<file path="src/rtl/lc3b_types.sv">
// Shared types for the LRU controller: per-set LRU word, way ID and controller state.
package lc3b_types;

    typedef logic [7:0] lc3b_lru;
    typedef logic [1:0] lc3b_way;

    // Reset order 3,2,1,0: way 3 is MRU, way 0 is the first victim.
    localparam lc3b_lru LRU_INIT = 8'hE4;

    typedef enum logic {
        INIT,
        RUN
    } lru_state_e;

endpackage

</file>
<file path="src/rtl/LRU_stack.sv">
// Move-to-front permutation of one 8-bit LRU word: the accessed way becomes MRU in [7:6],
// younger entries shift down one slot, older entries keep their position.
module LRU_stack
    import lc3b_types::*;
(
    input  lc3b_way way,
    input  lc3b_lru old_word,
    output lc3b_lru new_word
);

    always_comb begin
        // NOTE: default first so every path assigns new_word and no latch is inferred.
        new_word = old_word;
        if (old_word[1:0] == way) begin
            new_word = {way, old_word[7:2]};
        end else if (old_word[3:2] == way) begin
            new_word = {way, old_word[7:4], old_word[1:0]};
        end else if (old_word[5:4] == way) begin
            new_word = {way, old_word[7:6], old_word[3:0]};
        end
        // way already in [7:6]: word unchanged
    end

endmodule

</file>
<file path="src/rtl/lru_controller.sv">
// Per-set true-LRU tracker for a 4-way cache: INIT sweep, 2-stage update pipeline, victim query.
// Optional LRU_BYPASS_EN: forward the stage-1 word so same-set back-to-back updates never stall.
module lru_controller
    import lc3b_types::*;
#(
    parameter int SET_BITS = 3
) (
    input  logic                clk,
    input  logic                rst,
    input  logic                upd_req,
    input  logic [SET_BITS-1:0] upd_set,
    input  logic [1:0]          upd_way,
    output logic                upd_ready,
    output logic                upd_ack,
    input  logic                vic_req,
    input  logic [SET_BITS-1:0] vic_set,
    output logic                vic_valid,
    output logic [1:0]          vic_way
);

    localparam int                  NUM_SETS = 2 ** SET_BITS;
    localparam logic [SET_BITS-1:0] LAST_SET = SET_BITS'(NUM_SETS - 1);
    localparam logic [SET_BITS-1:0] ONE_IDX  = SET_BITS'(1);

    lru_state_e          state, state_nxt;
    logic [SET_BITS-1:0] init_idx, init_idx_nxt;

    lc3b_lru lru_array [NUM_SETS];

    logic                s1_valid;
    logic [SET_BITS-1:0] s1_set;
    lc3b_way             s1_way;
    lc3b_lru             s1_old;
    lc3b_lru             s1_new;

    logic    upd_hit;
    logic    upd_accept;
    logic    vic_accept;
    lc3b_lru upd_old;
    lc3b_lru vic_word;

    LRU_stack u_lru_stack (
        .way      (s1_way),
        .old_word (s1_old),
        .new_word (s1_new)
    );

    always_comb begin
        state_nxt    = state;
        init_idx_nxt = init_idx;
        if (state == INIT) begin
            if (init_idx == LAST_SET) begin
                state_nxt = RUN;
            end else begin
                init_idx_nxt = init_idx + ONE_IDX;
            end
        end
    end

    always_comb begin
        upd_hit    = s1_valid && (s1_set == upd_set);
`ifdef LRU_BYPASS_EN
        upd_ready  = (state == RUN);
        upd_old    = upd_hit ? s1_new : lru_array[upd_set];
`else
        upd_ready  = (state == RUN) && !upd_hit;
        upd_old    = lru_array[upd_set];
`endif
        upd_accept = upd_req && upd_ready;
        vic_accept = vic_req && (state == RUN);
        // A stage-1 write landing on the request edge must be visible to the query.
        vic_word   = (s1_valid && (s1_set == vic_set)) ? s1_new : lru_array[vic_set];
    end

    always_ff @(posedge clk or posedge rst) begin
        if (rst) begin
            state     <= INIT;
            init_idx  <= '0;
            s1_valid  <= 1'b0;
            s1_set    <= '0;
            s1_way    <= '0;
            s1_old    <= '0;
            upd_ack   <= 1'b0;
            vic_valid <= 1'b0;
            vic_way   <= '0;
        end else begin
            // NOTE: non-blocking assignments so every register samples pre-edge values.
            state     <= state_nxt;
            init_idx  <= init_idx_nxt;
            s1_valid  <= upd_accept;
            upd_ack   <= s1_valid;
            vic_valid <= vic_accept;
            if (upd_accept) begin
                s1_set <= upd_set;
                s1_way <= upd_way;
                s1_old <= upd_old;
            end
            if (vic_accept) begin
                vic_way <= vic_word[1:0];
            end
        end
    end

    // NOTE: the array has no reset; the INIT sweep writes every set before RUN is entered.
    always_ff @(posedge clk) begin
        if (state == INIT) begin
            lru_array[init_idx] <= LRU_INIT;
        end else if (s1_valid) begin
            lru_array[s1_set] <= s1_new;
        end
    end

endmodule

</file>
<file path="config.mk">
export PLATFORM = sky130hd
export DESIGN_NAME = lru_controller
export DESIGN_NICKNAME = d
export VERILOG_FILES = /design/src/rtl/lc3b_types.sv /design/src/rtl/LRU_stack.sv /design/src/rtl/lru_controller.sv
export SDC_FILE = /design/constraint.sdc
export NUM_CORES = 1
export LEC_CHECK = 0
export ABC_AREA = 1
export CAP_MARGIN = 30
export CORE_UTILIZATION = 40
export DETAILED_ROUTE_END_ITERATION = 8
export SYNTH_ARGS = -nofsm -noshare
export SYNTH_HDL_FRONTEND = slang
export SYNTH_SLANG_ARGS = --single-unit
</file>
<file path="constraint.sdc">
create_clock -name clk -period 3.5 [get_ports clk]
set_input_delay 1.05 -clock clk [delete_from_list [all_inputs] [get_ports clk]]
set_output_delay 1.05 -clock clk [all_outputs]
set_load 0.005 [all_outputs]
</file>
Figure 1. Zoomed window.
Window x 64 to 89, y 64 to 89 um. Cells in grey, sequential cells in the stronger grey; small squares are vias.
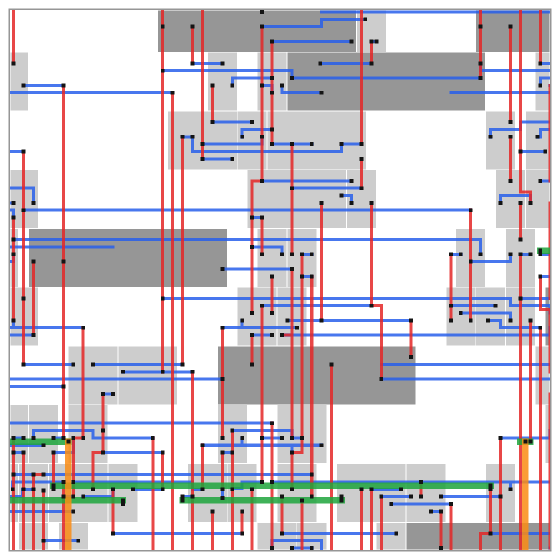
legend:
  blue:
    layer: met1
  red:
    layer: met2
  green:
    layer: met3
  orange:
    layer: met4
netlist names of flops here include: init_idx (2)
sequential cells in the window: 4
most frequent: nand2_1 (20), o21ai_0 (5)
cells with their middle in the window: 44

Figure 2. Congestion heat map.
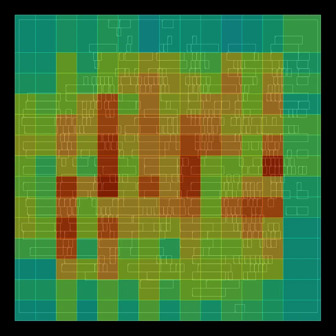
met1 Usage GRT: 23.3%
GRT Total Usage: 17.7%
met2 track demand over resource: 28.5%
met3 Use GR: 4.10%
WL per Instance: 14.0 um

==> impl_metrics.py <==
# Physical implementation metrics
metrics = {
    "pwr": {
        "top_power_group": "registers",
        "combPwrFrac_pct": 14.3,
        "switching_share_pct": 27.8,
        "power.internal_mw": 1.64,
    },
    "final_layout": {
        "comb_share_pct": 28.3,
        "regArea_um2": 2470,
        "final_cell_mix": "nand2_1, edfxtp_1, nor2_1",
        "clk_share_pct": 4.52,
        "biggestRegsByFlops": "lru_array (64), s1_old (8)",
        "layout.nonclk_buf_share_pct": 4.82,
        "layoutNonFillerInstCount": 591,
        "drive_gt1_share_pct": 7.21,
        "final_core_util_pct": 45.9,
    },
    "final_timing": {
        "fin_setup_tns_ps": 0,
        "period_minus_slack_ps": 3340,
        "worst_pin_slew_ps": 929,
    },
    "min_path": {
        "hold_end": "vic_way[0]",
        "min_path_type": "register to register",
    },
    "yosys": {
        "common_cells": "nand2_1, edfxtp_1, nor2_1, o21ai_0, inv_1",
        "synth_seq_share_pct": 61.5,
        "yosys_cells": 434,
        "simple_gate_area_share_pct": 21.5,
        "top_area_cell": "edfxtp_1",
        "fp_nets": 448,
        "ys_top_logic_family": "simple AND/OR/NAND/NOR gates",
        "ys_sh_adder_pct": 0.623,
    },
    "grt": {
        "grt.busiest_layer": "met2",
        "gr-total-overflow": 0,
        "grt_max_degree": 34,
    },
    "place": {
        "dp_hpwl_um": 5510,
    },
    "setup_path": {
        "critical_path_buf_inv_count": 4,
        "cp_cell_sequence": "clkdlybuf4s50_1 > inv_1 > nand2_1 > o21ai_2 > nor2_1 > nand2_2 > nand2_1 > inv_1 > dlygate4sd2_1",
        "max_stage_delay_ps": 480,
        "crit_cells": 9,
        "cp.arrival_ps": 2290,
        "reg2reg_to": "lru_array[6][2]",
        "crit_path_end": "upd_ready",
        "rr_startpoint": "state",
        "required_ps": 2450,
    },
    "routing": {
        "drcViolationCount": 0,
        "wirelength_um": 8280,
        "firstDrtPassIters": 5,
        "met1_length_um": 3700,
    },
    "run_status": {
        "status": "completed",
    },
    "floorplan": {
        "dieHeight_um": 102,
        "die_w_um": 102,
        "design.portCount": 17,
    },
    "cts": {
        "cts_resized": 4,
        "clockRootBuffer": "clkbuf_8",
        "cts_setup_buffers": 0,
    },
}
Figure 3. Register map, names as in the netlist.
Drawn at 4 px/um. Other sequential cells in the stronger grey, the rest of the logic in the fainter grey.
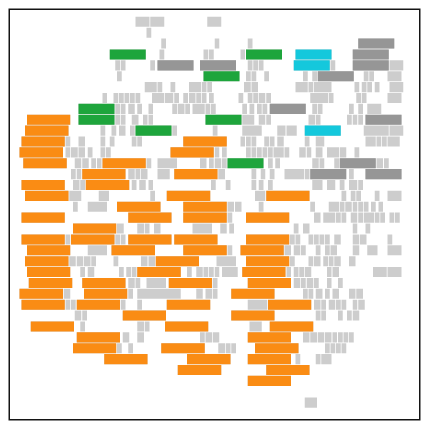
legend:
  green:
    name_in_the_netlist: s1_old
    flops: 8
  cyan:
    name_in_the_netlist: init_idx
    flops: 3
  orange:
    name_in_the_netlist: lru_array
    flops: 64
not coloured: 11

Figure 4. Met1 routing.
Drawn at 3 px/um.
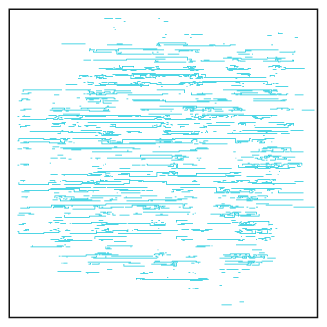
wire length on this layer: 3700 um
nets with wire on the layer: 433
share of all routed wire: 45%
longest straight run: 27.8 um
main direction: horizontal

Power and IR drop assume default switching activity.
